## config.mk

```make
export PLATFORM = sky130hd
export DESIGN_NAME = pipeline_stall_controller
export DESIGN_NICKNAME = d
export VERILOG_FILES = /design/src/rtl/pipeline_stall_controller.sv
export SDC_FILE = /design/constraint.sdc
export NUM_CORES = 1
export LEC_CHECK = 0
export ABC_AREA = 1
export CAP_MARGIN = 40
export CORE_MARGIN = 1.5
export CORE_UTILIZATION = 42
export CTS_BUF_LIST = sky130_fd_sc_hd__clkbuf_16
export DETAILED_ROUTE_END_ITERATION = 10
export PLACE_DENSITY = 0.77
export SETUP_SLACK_MARGIN = 0.02
export SLEW_MARGIN = 20
export SYNTH_ARGS = -nofsm -noshare
export SYNTH_HDL_FRONTEND = slang
export SYNTH_SLANG_ARGS = --single-unit
```

## constraint.sdc

```tcl
create_clock -name clock -period 1.9 [get_ports clock]
set_input_delay 0.475 -clock clock [delete_from_list [all_inputs] [get_ports clock]]
set_output_delay 0.475 -clock clock [all_outputs]
set_load 0.03 [all_outputs]
```

## src/rtl/pipeline_stall_controller.sv

```systemverilog
// Central stall/bubble controller for the five-stage pipeline: merges ID/EX/MEM
// stall requests and sequences EX multi-cycle MAC/DIV operations.
module pipeline_stall_controller #(
  parameter int unsigned MAC_CYCLES  = 2,
  parameter int unsigned DIV_CYCLES  = 32,
  parameter int unsigned COUNT_WIDTH = 6
) (
  input  logic                   clock,
  input  logic                   reset,
  input  logic                   id_stall_request,
  input  logic                   ex_start,
  input  logic [1:0]             ex_kind,
  input  logic                   ex_cancel,
  input  logic                   mem_stall_request,
  output logic [5:0]             stall,
  output logic [2:0]             bubble,
  output logic                   ex_busy,
  output logic                   ex_done,
  output logic [COUNT_WIDTH-1:0] ex_cycle
);

  typedef enum logic [1:0] {
    S_IDLE = 2'd0,
    S_RUN  = 2'd1,
    S_DONE = 2'd2
  } state_e;

  localparam logic [COUNT_WIDTH-1:0] MAC_LOAD = COUNT_WIDTH'(MAC_CYCLES - 1);
  localparam logic [COUNT_WIDTH-1:0] DIV_LOAD = COUNT_WIDTH'(DIV_CYCLES - 1);
  localparam logic [COUNT_WIDTH-1:0] CNT_ONE  = COUNT_WIDTH'(1);

  state_e                 state_q;
  logic [COUNT_WIDTH-1:0] cnt_q;
  logic                   done_q;
  logic                   valid_start_s;
  logic                   ex_stall_s;
  logic [COUNT_WIDTH-1:0] load_val_s;

  assign valid_start_s = ex_start & (ex_kind != 2'b00);
  assign load_val_s    = (ex_kind == 2'b01) ? MAC_LOAD : DIV_LOAD;
  assign ex_stall_s    = ((state_q == S_IDLE) & valid_start_s & ~ex_cancel) | (state_q == S_RUN);

  // Sequencer FSM, counter and registered completion flag
  always_ff @(posedge clock) begin
    if (!reset) begin
      state_q <= S_IDLE;
      cnt_q   <= '0;
      done_q  <= 1'b0;
    end else if (ex_cancel) begin
      state_q <= S_IDLE;
      cnt_q   <= '0;
      done_q  <= 1'b0;
    end else begin
      case (state_q)
        S_IDLE: begin
          if (valid_start_s) begin
            state_q <= S_RUN;
            cnt_q   <= load_val_s;
          end else begin
            cnt_q   <= '0;
          end
          done_q <= 1'b0;
        end
        S_RUN: begin
          // <=1 rather than ==1 keeps the counter from ever wrapping
          if (cnt_q <= CNT_ONE) begin
            state_q <= S_DONE;
            cnt_q   <= '0;
            done_q  <= 1'b1;
          end else begin
            cnt_q   <= cnt_q - CNT_ONE;
            done_q  <= 1'b0;
          end
        end
        S_DONE: begin
          // Result must stay valid until the instruction actually leaves EX
          if (!mem_stall_request) begin
            state_q <= S_IDLE;
            done_q  <= 1'b0;
          end else begin
            done_q  <= 1'b1;
          end
          cnt_q <= '0;
        end
        default: begin
          state_q <= S_IDLE;
          cnt_q   <= '0;
          done_q  <= 1'b0;
        end
      endcase
    end
  end

  // Priority merge of stall sources into the hold vector
  always_comb begin
    stall = 6'b000000;
    if (mem_stall_request) begin
      stall = 6'b011111;
    end else if (ex_stall_s) begin
      stall = 6'b001111;
    end else if (id_stall_request) begin
      stall = 6'b000111;
    end else begin
      stall = 6'b000000;
    end
  end

  assign bubble[0] = stall[2] & ~stall[3];
  assign bubble[1] = stall[3] & ~stall[4];
  assign bubble[2] = stall[4] & ~stall[5];
  assign ex_busy   = ex_stall_s;
  assign ex_done   = done_q;
  assign ex_cycle  = cnt_q;

endmodule

```

### The metal 1 layer

(6 px per um)
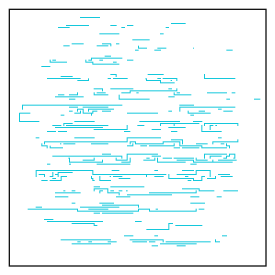
longest straight run: 16.6 um
main direction: horizontal
share of all routed wire: 40%
wire length on this layer: 653 um
nets with wire on the layer: 126
global routing usage on met1: 18.1%
number of vias in the routed layout: 676
Final Routed Wirelength: 1610 um

### Register map, names as in the netlist

(12 px per um) Other sequential cells in the stronger gray, the rest of the logic in the fainter gray.
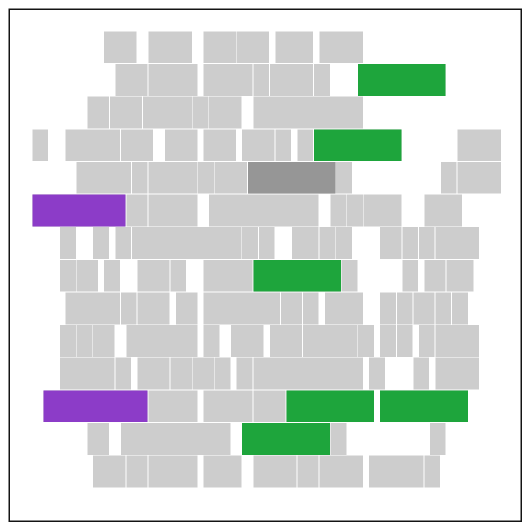
[green] `ex_cycle` | flops: 6
[purple] `state_q` | flops: 2
not colored: 1

### Routing congestion

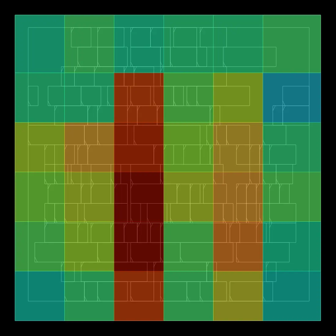
per-cell routed wire length: 11.3 um
GRT busiest layer: met2
all-layer global routing usage: 18.4%
met3 Usage GRT: 3.88%
routing usage on met2: 36.9%

### Close-up of the layout

Window x 18 to 43, y 18 to 43 um. Cells in gray, sequential cells in the stronger gray; small squares are vias.
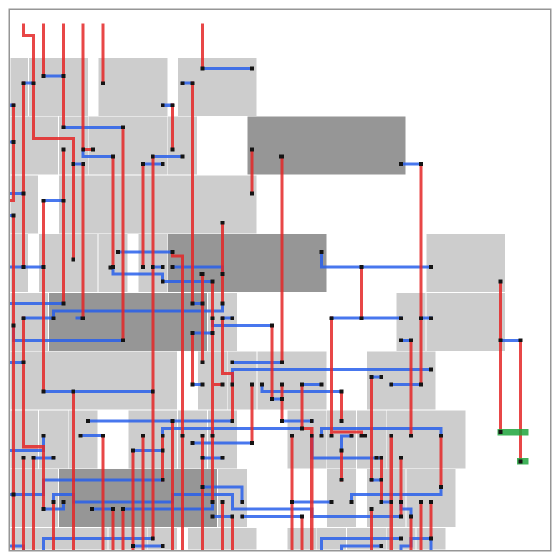
[green] metal 3
[red] metal 2
[blue] metal 1
sequential cells in the window: 4
netlist names of flops here include: `ex_cycle` (3), `ex_done` (1)
most frequent: nor2_1 (5), nand2_1 (5)
cells with their middle in the window: 39

### Logic cells by family

(6 px per um)
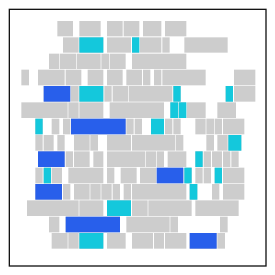
[cyan] nor cells | cells: 17
[blue] fa/ha/maj cells | cells: 7
combinational share of cell area: 41.5%
top logic cell by instance count in the layout: sky130_fd_sc_hd__buf_4
Post-Layout Cell Count: 143

==> run summary <==
Item: results of the latest flow run.

- The count of hold-fix buffers inserted at cts is 0.
- The top cell type by total area after synthesis is sky130_fd_sc_hd__dfxtp_1.
- The start of the worst register-to-register path is ex_cycle[0].
- Looking at the clock tree report, the H-tree level count equals 1.
- The family with the most delay on the worst path is buffers and inverters.
- The logic depth of the worst setup path including buffers is 9.
- The startpoint of the most critical hold path is ex_cycle[5].
- Looking at the area split, the leading class of cells is multi-input combinational cells.
- The cell-mix breakdown from Yosys lists the XOR/XNOR area share as 2.67%.
- The synth_stat.txt file lists the number of cells as 96.
- During tapcell insertion the tool placed 16 well taps.
- From left edge to right edge, the die measures 42.5 um.
- The post-route utilization of the core is recorded as 72.4%.
- The final layout contains 143 nets.
- STA lists the endpoint of the worst register-to-register path as state_q[1].
- The worst slack at placement is -0.273 ns.
- The count of different cell masters after synthesis is 19.
- The most common flop cell mapped by yosys is sky130_fd_sc_hd__dfxtp_1.
- For this run the detailed placement stage logged an HPWL of 1140 um.
- The cell internal power dissipation is 576 uW.
- The die is 42.5 um tall.
- The hold-critical path endpoint is ex_cycle[5].
- The number of synthesized flops with an enable pin is 0.
- The stat command in Yosys gives a chip area of 657 sq um.
- The fraction of the mapped netlist area in compound gates is 11.0%.
- The placed cell area is 925 sq um.
- After detailed routing, the met3 layer carries 39 um of wire.
- In the per-layer summary, the met1 wirelength comes to 652 um.
- The clock network area share is 7.31%.
- The combined buffer and inverter count along the critical path is 4.
- The number of buffers added by the clock tree synthesis step is 3.
- The number of cells in the design after placement is 136.
- Setup repair after global routing left no endpoint under its margin.
- The cell sequence reported for the critical path is dlygate4sd2_1 > inv_2 > nor2_4 > nand3_4 > nand2_4 > nor2_4 > inv_2 > nor2_4 > buf_6.
- The number of signal-net inverters in the final layout is 19.
- Per the run summary, max-cap violations total 0.
- Sequential cells consume a total of 206 uW.
- The count of multi-input combinational gates is approximately 63.
- The number of antenna violations at the first check in global routing was 0.
- The floorplan step records an initial core utilization of about 44%.
- Between clock sinks in the finished design, the worst skew comes to 0.00102 ns.
- Between the synthesized netlist and the finished layout, the area growth was recorded as 64.2%.
- The synthesis stats list as the most numerous cell sky130_fd_sc_hd__nand2_1.
- For this design the static power due to leakage is 0.551 nW.
- The congestion estimate from routability-driven global placement came to between 0.7 and 0.8.
- Yosys reported a register bit count of 9.
- The global-route wire length before repair is 2520 um.
- Total power normalized to cell area comes to 755 mW/mm^2.
- For reference, full adder, half adder and majority cells occupy 13.3% of the area reported after synthesis.
- The run finished with clean final reports.
- The worst min-delay path class is reg -> reg.
- In the finished layout, the clock tree contains a buffer count of 3.
- The count of nets left with antenna violations after detail routing is 0.
- The sum of negative setup slack is 0 ns.
- Measured on the final layout, buffering overhead outside the clock network stands at 25.5%.
- The library cell used as clock root buffer is sky130_fd_sc_hd__clkbuf_16.
- The net switching power of the design is 239 uW.
- The async set or reset register ratio after synthesis is 0%.
- The highest clock rate this design can be run at is 540 MHz.
- Per STA, the highest per-stage delay on the worst path measures approximately 0.27 ns.
- The data arrival time reported for the critical path is 1.38 ns.
- The floorplan has 14 rows.
- Clock-pin slew was measured on the worst setup and hold paths at 0.04 ns.
- In this run the top signal layer used is met3.
- Endpoints failing hold in the final report were tallied at 0.
- Per the synthesis report, the single largest cell type by area occupies 27.4% of cell area.
- Pins over their slew limit in the final report were tallied at 0.
- The sequential fraction of total cell area is 17.2%.
- The synthesis log from Yosys contains 0 warnings.
- After filler insertion, the fill cell instance count of the layout stands at 108.
- The mean area per synthesized cell is roughly 7 sq um.
- The register with the most flip-flops in the layout has 6 of them.
- The clock group power is 364 uW.
- The timing endpoint of the critical path is bubble[0].
- The number of antenna diodes is 0.
- Detailed routing placed a total of 919 um of wire on met2.
Power and IR drop assume default switching activity.
